$ cat src/rtl/sort_vis_pkg.sv
// Shared definitions for the sorting visualisation engines and their pixel renderers.
package sort_vis_pkg;

  typedef enum logic [1:0] {
    ST_IDLE  = 2'd0,
    ST_RUN   = 2'd1,
    ST_PAUSE = 2'd2,
    ST_DONE  = 2'd3
  } sort_state_e;

  // One automatic step per second at the 100 MHz system clock.
  localparam int unsigned STEP_DELAY_DEFAULT = 100_000_000;

  // RGB565 colours the renderers use for bars, the compared pair and the sorted region.
  localparam logic [15:0] COL_BG     = 16'h0000;
  localparam logic [15:0] COL_BAR    = 16'hFFFF;
  localparam logic [15:0] COL_CMP    = 16'hF800;
  localparam logic [15:0] COL_SWAP   = 16'hFFE0;
  localparam logic [15:0] COL_SORTED = 16'h07E0;

endpackage

$ cat src/rtl/sort_step_engine_if.sv
// Control/status bundle between a sort engine and its controller/renderer.
interface sort_step_engine_if #(
  parameter int unsigned N_ELEM = 8,
  parameter int unsigned DATA_W = 7,
  parameter int unsigned IDX_W  = $clog2(N_ELEM)
);
  logic                     load;
  logic [N_ELEM*DATA_W-1:0] load_data;
  logic                     start;
  logic                     pause_tgl;
  logic                     step;
  logic                     descending;
  logic                     early_exit;
  logic [N_ELEM*DATA_W-1:0] elem_flat;
  logic [IDX_W-1:0]         cmp_idx;
  logic                     cmp_valid;
  logic                     swap_pulse;
  logic [IDX_W:0]           sorted_base;
  logic                     busy;
  logic                     paused;
  logic                     done;
  logic [15:0]              swap_cnt;

  modport master (
    output load, load_data, start, pause_tgl, step, descending, early_exit,
    input  elem_flat, cmp_idx, cmp_valid, swap_pulse, sorted_base, busy, paused, done, swap_cnt
  );

  modport slave (
    input  load, load_data, start, pause_tgl, step, descending, early_exit,
    output elem_flat, cmp_idx, cmp_valid, swap_pulse, sorted_base, busy, paused, done, swap_cnt
  );
endinterface

$ cat src/rtl/step_pacer.sv
// Step delay counter: counts 0..STEP_DELAY-1 while run is high, holds otherwise,
// and ticks on the terminal count before wrapping to zero.
module step_pacer #(
  parameter int unsigned STEP_DELAY = 1,
  parameter int unsigned CNT_W      = $clog2(STEP_DELAY + 1)
) (
  input  logic clk,
  input  logic rst_n,
  input  logic clr,
  input  logic run,
  output logic tick
);
  localparam logic [CNT_W-1:0] TERM = CNT_W'(STEP_DELAY - 1);

  logic [CNT_W-1:0] cnt_q, cnt_d;

  always_comb begin
    tick  = run && (cnt_q == TERM);
    cnt_d = cnt_q;
    if (clr || tick) begin
      cnt_d = '0;
    end else if (run) begin
      cnt_d = cnt_q + CNT_W'(1);
    end
  end

  always_ff @(posedge clk or negedge rst_n) begin
    if (!rst_n) begin
      cnt_q <= '0;
    end else begin
      cnt_q <= cnt_d;
    end
  end
endmodule

$ cat src/rtl/sort_step_engine.sv
// Bubble-sort engine: one compare/swap per step, paced by step_pacer, with
// run/pause/single-step control and array/cursor state exported for rendering.
module sort_step_engine
  import sort_vis_pkg::*;
#(
  parameter int unsigned N_ELEM     = 8,
  parameter int unsigned DATA_W     = 7,
  parameter int unsigned STEP_DELAY = STEP_DELAY_DEFAULT,
  parameter int unsigned IDX_W      = $clog2(N_ELEM)
) (
  input logic               clk,
  input logic               rst_n,
  sort_step_engine_if.slave sif
);
  localparam logic [IDX_W:0]   SB_INIT   = (IDX_W + 1)'(N_ELEM);
  localparam logic [IDX_W:0]   LAST_IDX  = (IDX_W + 1)'(N_ELEM - 1);
  localparam logic [IDX_W-1:0] LAST_PASS = IDX_W'(N_ELEM - 2);

  sort_state_e                  state_q, state_d;
  logic [N_ELEM-1:0][DATA_W-1:0] elem_q, elem_d;
  logic [IDX_W-1:0]             j_q, j_d;
  logic [IDX_W-1:0]             i_q, i_d;
  logic [IDX_W:0]               sorted_base_q, sorted_base_d;
  logic                         swap_pulse_q, swap_pulse_d;
  logic [15:0]                  swap_cnt_q, swap_cnt_d;
  logic                         pass_swapped_q, pass_swapped_d;
  logic                         desc_q, desc_d;
  logic                         early_exit_q, early_exit_d;

  logic                         pacer_clr, pacer_tick, step_go;
  logic [IDX_W-1:0]             j_nxt;
  logic [IDX_W:0]               pass_end;
  logic [DATA_W-1:0]            elem_a, elem_b;
  logic                         do_swap;

  assign pacer_clr = sif.load || ((state_q == ST_IDLE) && sif.start);

  step_pacer #(
    .STEP_DELAY (STEP_DELAY)
  ) u_pacer (
    .clk   (clk),
    .rst_n (rst_n),
    .clr   (pacer_clr),
    .run   (state_q == ST_RUN),
    .tick  (pacer_tick)
  );

  // pause_tgl beats a simultaneous manual step; an automatic tick still fires with it.
  assign step_go = ((state_q == ST_RUN) && pacer_tick) ||
                   ((state_q == ST_PAUSE) && sif.step && !sif.pause_tgl);

  assign j_nxt    = j_q + IDX_W'(1);
  assign pass_end = LAST_IDX - {1'b0, i_q};
  assign elem_a   = elem_q[j_q];
  assign elem_b   = elem_q[j_nxt];
  assign do_swap  = desc_q ? (elem_a < elem_b) : (elem_a > elem_b);

  always_comb begin
    state_d        = state_q;
    elem_d         = elem_q;
    j_d            = j_q;
    i_d            = i_q;
    sorted_base_d  = sorted_base_q;
    swap_pulse_d   = 1'b0;
    swap_cnt_d     = swap_cnt_q;
    pass_swapped_d = pass_swapped_q;
    desc_d         = desc_q;
    early_exit_d   = early_exit_q;

    unique case (state_q)
      ST_IDLE: begin
        if (sif.start) begin
          state_d        = ST_RUN;
          j_d            = '0;
          i_d            = '0;
          swap_cnt_d     = '0;
          pass_swapped_d = 1'b0;
          desc_d         = sif.descending;
          early_exit_d   = sif.early_exit;
        end
      end
      ST_RUN:   if (sif.pause_tgl) state_d = ST_PAUSE;
      ST_PAUSE: if (sif.pause_tgl) state_d = ST_RUN;
      ST_DONE:  ;
      default:  state_d = ST_IDLE;
    endcase

    // The step is applied after the pause toggle so a finishing step can still land in DONE.
    if (step_go) begin
      if ({1'b0, j_q} < pass_end) begin
        if (do_swap) begin
          elem_d[j_q]    = elem_b;
          elem_d[j_nxt]  = elem_a;
          swap_pulse_d   = 1'b1;
          pass_swapped_d = 1'b1;
          if (swap_cnt_q != '1) swap_cnt_d = swap_cnt_q + 16'd1;
        end
        j_d = j_nxt;
      end else begin
        sorted_base_d = pass_end;
        if ((i_q == LAST_PASS) || (early_exit_q && !pass_swapped_q)) begin
          state_d       = ST_DONE;
          sorted_base_d = '0;
        end else begin
          i_d            = i_q + IDX_W'(1);
          j_d            = '0;
          pass_swapped_d = 1'b0;
        end
      end
    end

    if (sif.load) begin
      state_d        = ST_IDLE;
      elem_d         = sif.load_data;
      j_d            = '0;
      i_d            = '0;
      sorted_base_d  = SB_INIT;
      swap_pulse_d   = 1'b0;
      swap_cnt_d     = '0;
      pass_swapped_d = 1'b0;
      desc_d         = 1'b0;
      early_exit_d   = 1'b0;
    end
  end

  always_ff @(posedge clk or negedge rst_n) begin
    if (!rst_n) begin
      state_q        <= ST_IDLE;
      elem_q         <= '0;
      j_q            <= '0;
      i_q            <= '0;
      sorted_base_q  <= SB_INIT;
      swap_pulse_q   <= 1'b0;
      swap_cnt_q     <= '0;
      pass_swapped_q <= 1'b0;
      desc_q         <= 1'b0;
      early_exit_q   <= 1'b0;
    end else begin
      state_q        <= state_d;
      elem_q         <= elem_d;
      j_q            <= j_d;
      i_q            <= i_d;
      sorted_base_q  <= sorted_base_d;
      swap_pulse_q   <= swap_pulse_d;
      swap_cnt_q     <= swap_cnt_d;
      pass_swapped_q <= pass_swapped_d;
      desc_q         <= desc_d;
      early_exit_q   <= early_exit_d;
    end
  end

  assign sif.elem_flat   = elem_q;
  assign sif.cmp_idx     = j_q;
  assign sif.cmp_valid   = (state_q == ST_RUN) || (state_q == ST_PAUSE);
  assign sif.busy        = (state_q == ST_RUN) || (state_q == ST_PAUSE);
  assign sif.paused      = (state_q == ST_PAUSE);
  assign sif.done        = (state_q == ST_DONE);
  assign sif.swap_pulse  = swap_pulse_q;
  assign sif.sorted_base = sorted_base_q;
  assign sif.swap_cnt    = swap_cnt_q;
endmodule

$ cat src/flat_wrapper.sv
// flat-port wrapper written by rule: the top's interface ports become plain ports
module sort_step_engine_flat import sort_vis_pkg::*;
#(
  parameter int unsigned N_ELEM     = 8,
  parameter int unsigned DATA_W     = 7,
  parameter int unsigned STEP_DELAY = STEP_DELAY_DEFAULT,
  parameter int unsigned IDX_W      = $clog2(N_ELEM)
)
  (clk, rst_n, sif_load, sif_load_data, sif_start, sif_pause_tgl, sif_step, sif_descending, sif_early_exit, sif_elem_flat, sif_cmp_idx, sif_cmp_valid, sif_swap_pulse, sif_sorted_base, sif_busy, sif_paused, sif_done, sif_swap_cnt);
  sort_step_engine_if #(.N_ELEM(N_ELEM), .DATA_W(DATA_W), .IDX_W(IDX_W)) sif_i ();
  input logic clk;
  input logic rst_n;
  input wire logic [$bits(sif_i.load)-1:0] sif_load;
  input wire logic [$bits(sif_i.load_data)-1:0] sif_load_data;
  input wire logic [$bits(sif_i.start)-1:0] sif_start;
  input wire logic [$bits(sif_i.pause_tgl)-1:0] sif_pause_tgl;
  input wire logic [$bits(sif_i.step)-1:0] sif_step;
  input wire logic [$bits(sif_i.descending)-1:0] sif_descending;
  input wire logic [$bits(sif_i.early_exit)-1:0] sif_early_exit;
  output wire logic [$bits(sif_i.elem_flat)-1:0] sif_elem_flat;
  output wire logic [$bits(sif_i.cmp_idx)-1:0] sif_cmp_idx;
  output wire logic [$bits(sif_i.cmp_valid)-1:0] sif_cmp_valid;
  output wire logic [$bits(sif_i.swap_pulse)-1:0] sif_swap_pulse;
  output wire logic [$bits(sif_i.sorted_base)-1:0] sif_sorted_base;
  output wire logic [$bits(sif_i.busy)-1:0] sif_busy;
  output wire logic [$bits(sif_i.paused)-1:0] sif_paused;
  output wire logic [$bits(sif_i.done)-1:0] sif_done;
  output wire logic [$bits(sif_i.swap_cnt)-1:0] sif_swap_cnt;
  assign sif_i.load = sif_load;
  assign sif_i.load_data = sif_load_data;
  assign sif_i.start = sif_start;
  assign sif_i.pause_tgl = sif_pause_tgl;
  assign sif_i.step = sif_step;
  assign sif_i.descending = sif_descending;
  assign sif_i.early_exit = sif_early_exit;
  assign sif_elem_flat = sif_i.elem_flat;
  assign sif_cmp_idx = sif_i.cmp_idx;
  assign sif_cmp_valid = sif_i.cmp_valid;
  assign sif_swap_pulse = sif_i.swap_pulse;
  assign sif_sorted_base = sif_i.sorted_base;
  assign sif_busy = sif_i.busy;
  assign sif_paused = sif_i.paused;
  assign sif_done = sif_i.done;
  assign sif_swap_cnt = sif_i.swap_cnt;
  sort_step_engine #(.N_ELEM(N_ELEM), .DATA_W(DATA_W), .STEP_DELAY(STEP_DELAY), .IDX_W(IDX_W)) u_core (.clk(clk), .rst_n(rst_n), .sif(sif_i));
endmodule
$ cat config.mk
export PLATFORM = sky130hd
export DESIGN_NAME = sort_step_engine_flat
export DESIGN_NICKNAME = d
export VERILOG_FILES = /design/src/rtl/sort_vis_pkg.sv /design/src/rtl/sort_step_engine_if.sv /design/src/rtl/step_pacer.sv /design/src/rtl/sort_step_engine.sv /design/src/flat_wrapper.sv
export SDC_FILE = /design/constraint.sdc
export NUM_CORES = 1
export LEC_CHECK = 0
export CORE_ASPECT_RATIO = 1.4
export CORE_MARGIN = 1.5
export CORE_UTILIZATION = 54
export CTS_BUF_LIST = sky130_fd_sc_hd__clkbuf_4 sky130_fd_sc_hd__clkbuf_8
export CTS_CLUSTER_SIZE = 20
export DETAILED_ROUTE_END_ITERATION = 7
export PLACE_DENSITY = 0.83
export SETUP_SLACK_MARGIN = 0.1
export SLEW_MARGIN = 25
export SYNTH_ARGS = -nofsm -noshare
export SYNTH_HDL_FRONTEND = slang
export SYNTH_SLANG_ARGS = --single-unit
$ cat constraint.sdc
create_clock -name clk -period 6.35 [get_ports clk]
set_input_delay 1.27 -clock clk [delete_from_list [all_inputs] [get_ports clk]]
set_output_delay 1.27 -clock clk [all_outputs]
set_load 0.01 [all_outputs]
==> run summary <==
outcome: finished, violations left
failing checks: DRC
crit-path cells: ha_1 > buf_4 > mux4_2 > nand2_1 > nand2_1 > inv_1 > ha_1 > nand4_1 > a21oi_1 > or3b_2 > a211oi_4 > a21oi_2 > mux2_2
max cap viols: 0
DRT iter0 DRCs: 617
Final GP Congestion: 0.907
Synth Warn #: 0
R2R Path Start: u_core.sif.cmp_idx[0]
and+or+nand+nor area frac: 17.0%
Max Root-Sink Buffers: 2
dpl ws: 1.31 ns
total power: 2.12 mW
die height: 142 µm
Combinational Gates: 563
Buf/Inv on CP: 2
Crit path max-delay family: AND-OR/OR-AND gates
DRT antenna net count: 0
# Cells Yosys: 764
Worst Hold Launch: u_core.sif.sorted_base[3]
WL met2: 11.4 mm
final non-filler cell total: 1,095
# rows: 50
Main power group: sequential cells
routed vias/inst: 6.43
FMAX: 0.196 GHz
Finished Cell Area: 9580 µm²
Slew @ Worst Pin: 1.08 ns
Area Overhead vs Synth: 28.2%
top cells, area: dfrtp_1 38%, mux4_2 6.6%, mux2i_1 6.0%
sequential share of cell area: 30.1%
post-synthesis compound-gate area fraction: 16.0%
number of port buffers: 147
top layer in use: met4
Clock Network Area Fraction: 4.93%
GR Util All Layers: 31.2%
reg-to-reg slack, setup: 1.25 ns
fraction of layout cells with a size suffix above 1: 13.3%
Pleak: 3.89 nW
Dominant flop cell: dfrtp_1
Net Sw Frac: 29.0%
comb area leader: multiplexers
antenna fix cells: 0
First-pass DRT Iterations: 8
die area: 14,600 µm²
hold_buf cts: 0
Worst-path clk slew: 0.07 ns
Tapcells: 182
Critical Path RT: 6.66 ns
Pwr Density: 221 nW/µm²
seq_cells: 115
final core occ: 71.2%
most instantiated cells after synthesis: 114 x dfrtp_1, 76 x nor2_1, 67 x nand2_1
Setup Skew: 0.0166 ns
Top cells excl fill/tap: 145 x clkdlybuf4s50_1, 113 x dfrtp_1, 76 x nor2_1
multiplexer share of the synthesized area: 17.2%
most common cell in the synthesized netlist: dfrtp_1
initial antenna violation count: 0
vias in the first global route: 6,883
Worst setup EP type: register
FF+latch area: 2880 µm²
met3 WL: 1.71 mm
GR met2 Demand/Resource: 51.8%
CP arrival: 5.41 ns
Nets at Floorplan: 846
Final Net Count: 982
Rel. slew slack: 27.5%
Residual DRC: 35
### M2 wires

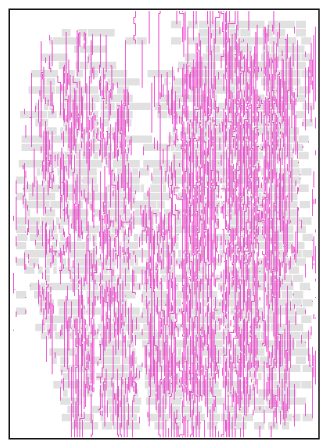
share of all routed wire: 50%
wire length on this layer: 11,400 µm
main direction: vertical

### Wires at chosen ports, followed through buffers

The bar under the picture is 20 µm long.
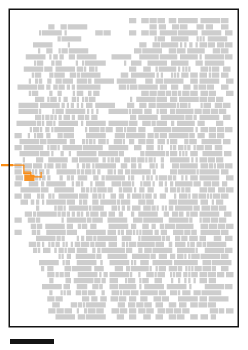
| color | port | bits | direction | end cells | buffers | wire |
|---|---|---|---|---|---|---|
| orange | sif_paused | 1 | output | 1 | 1 | 25.5 µm |

### Met1 routing

Supply wires on this layer in gray.
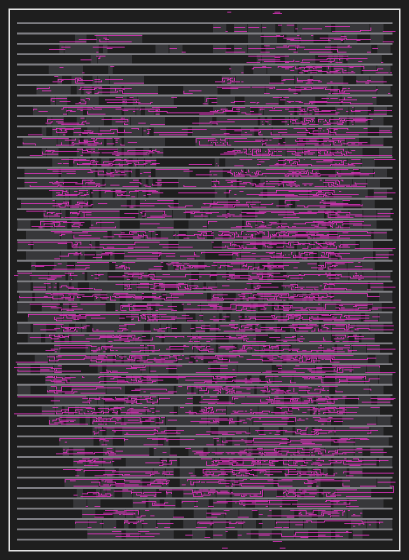
nets with wire on the layer: 869
longest straight run: 23.0 µm
main direction: horizontal

Power and IR drop assume default switching activity.
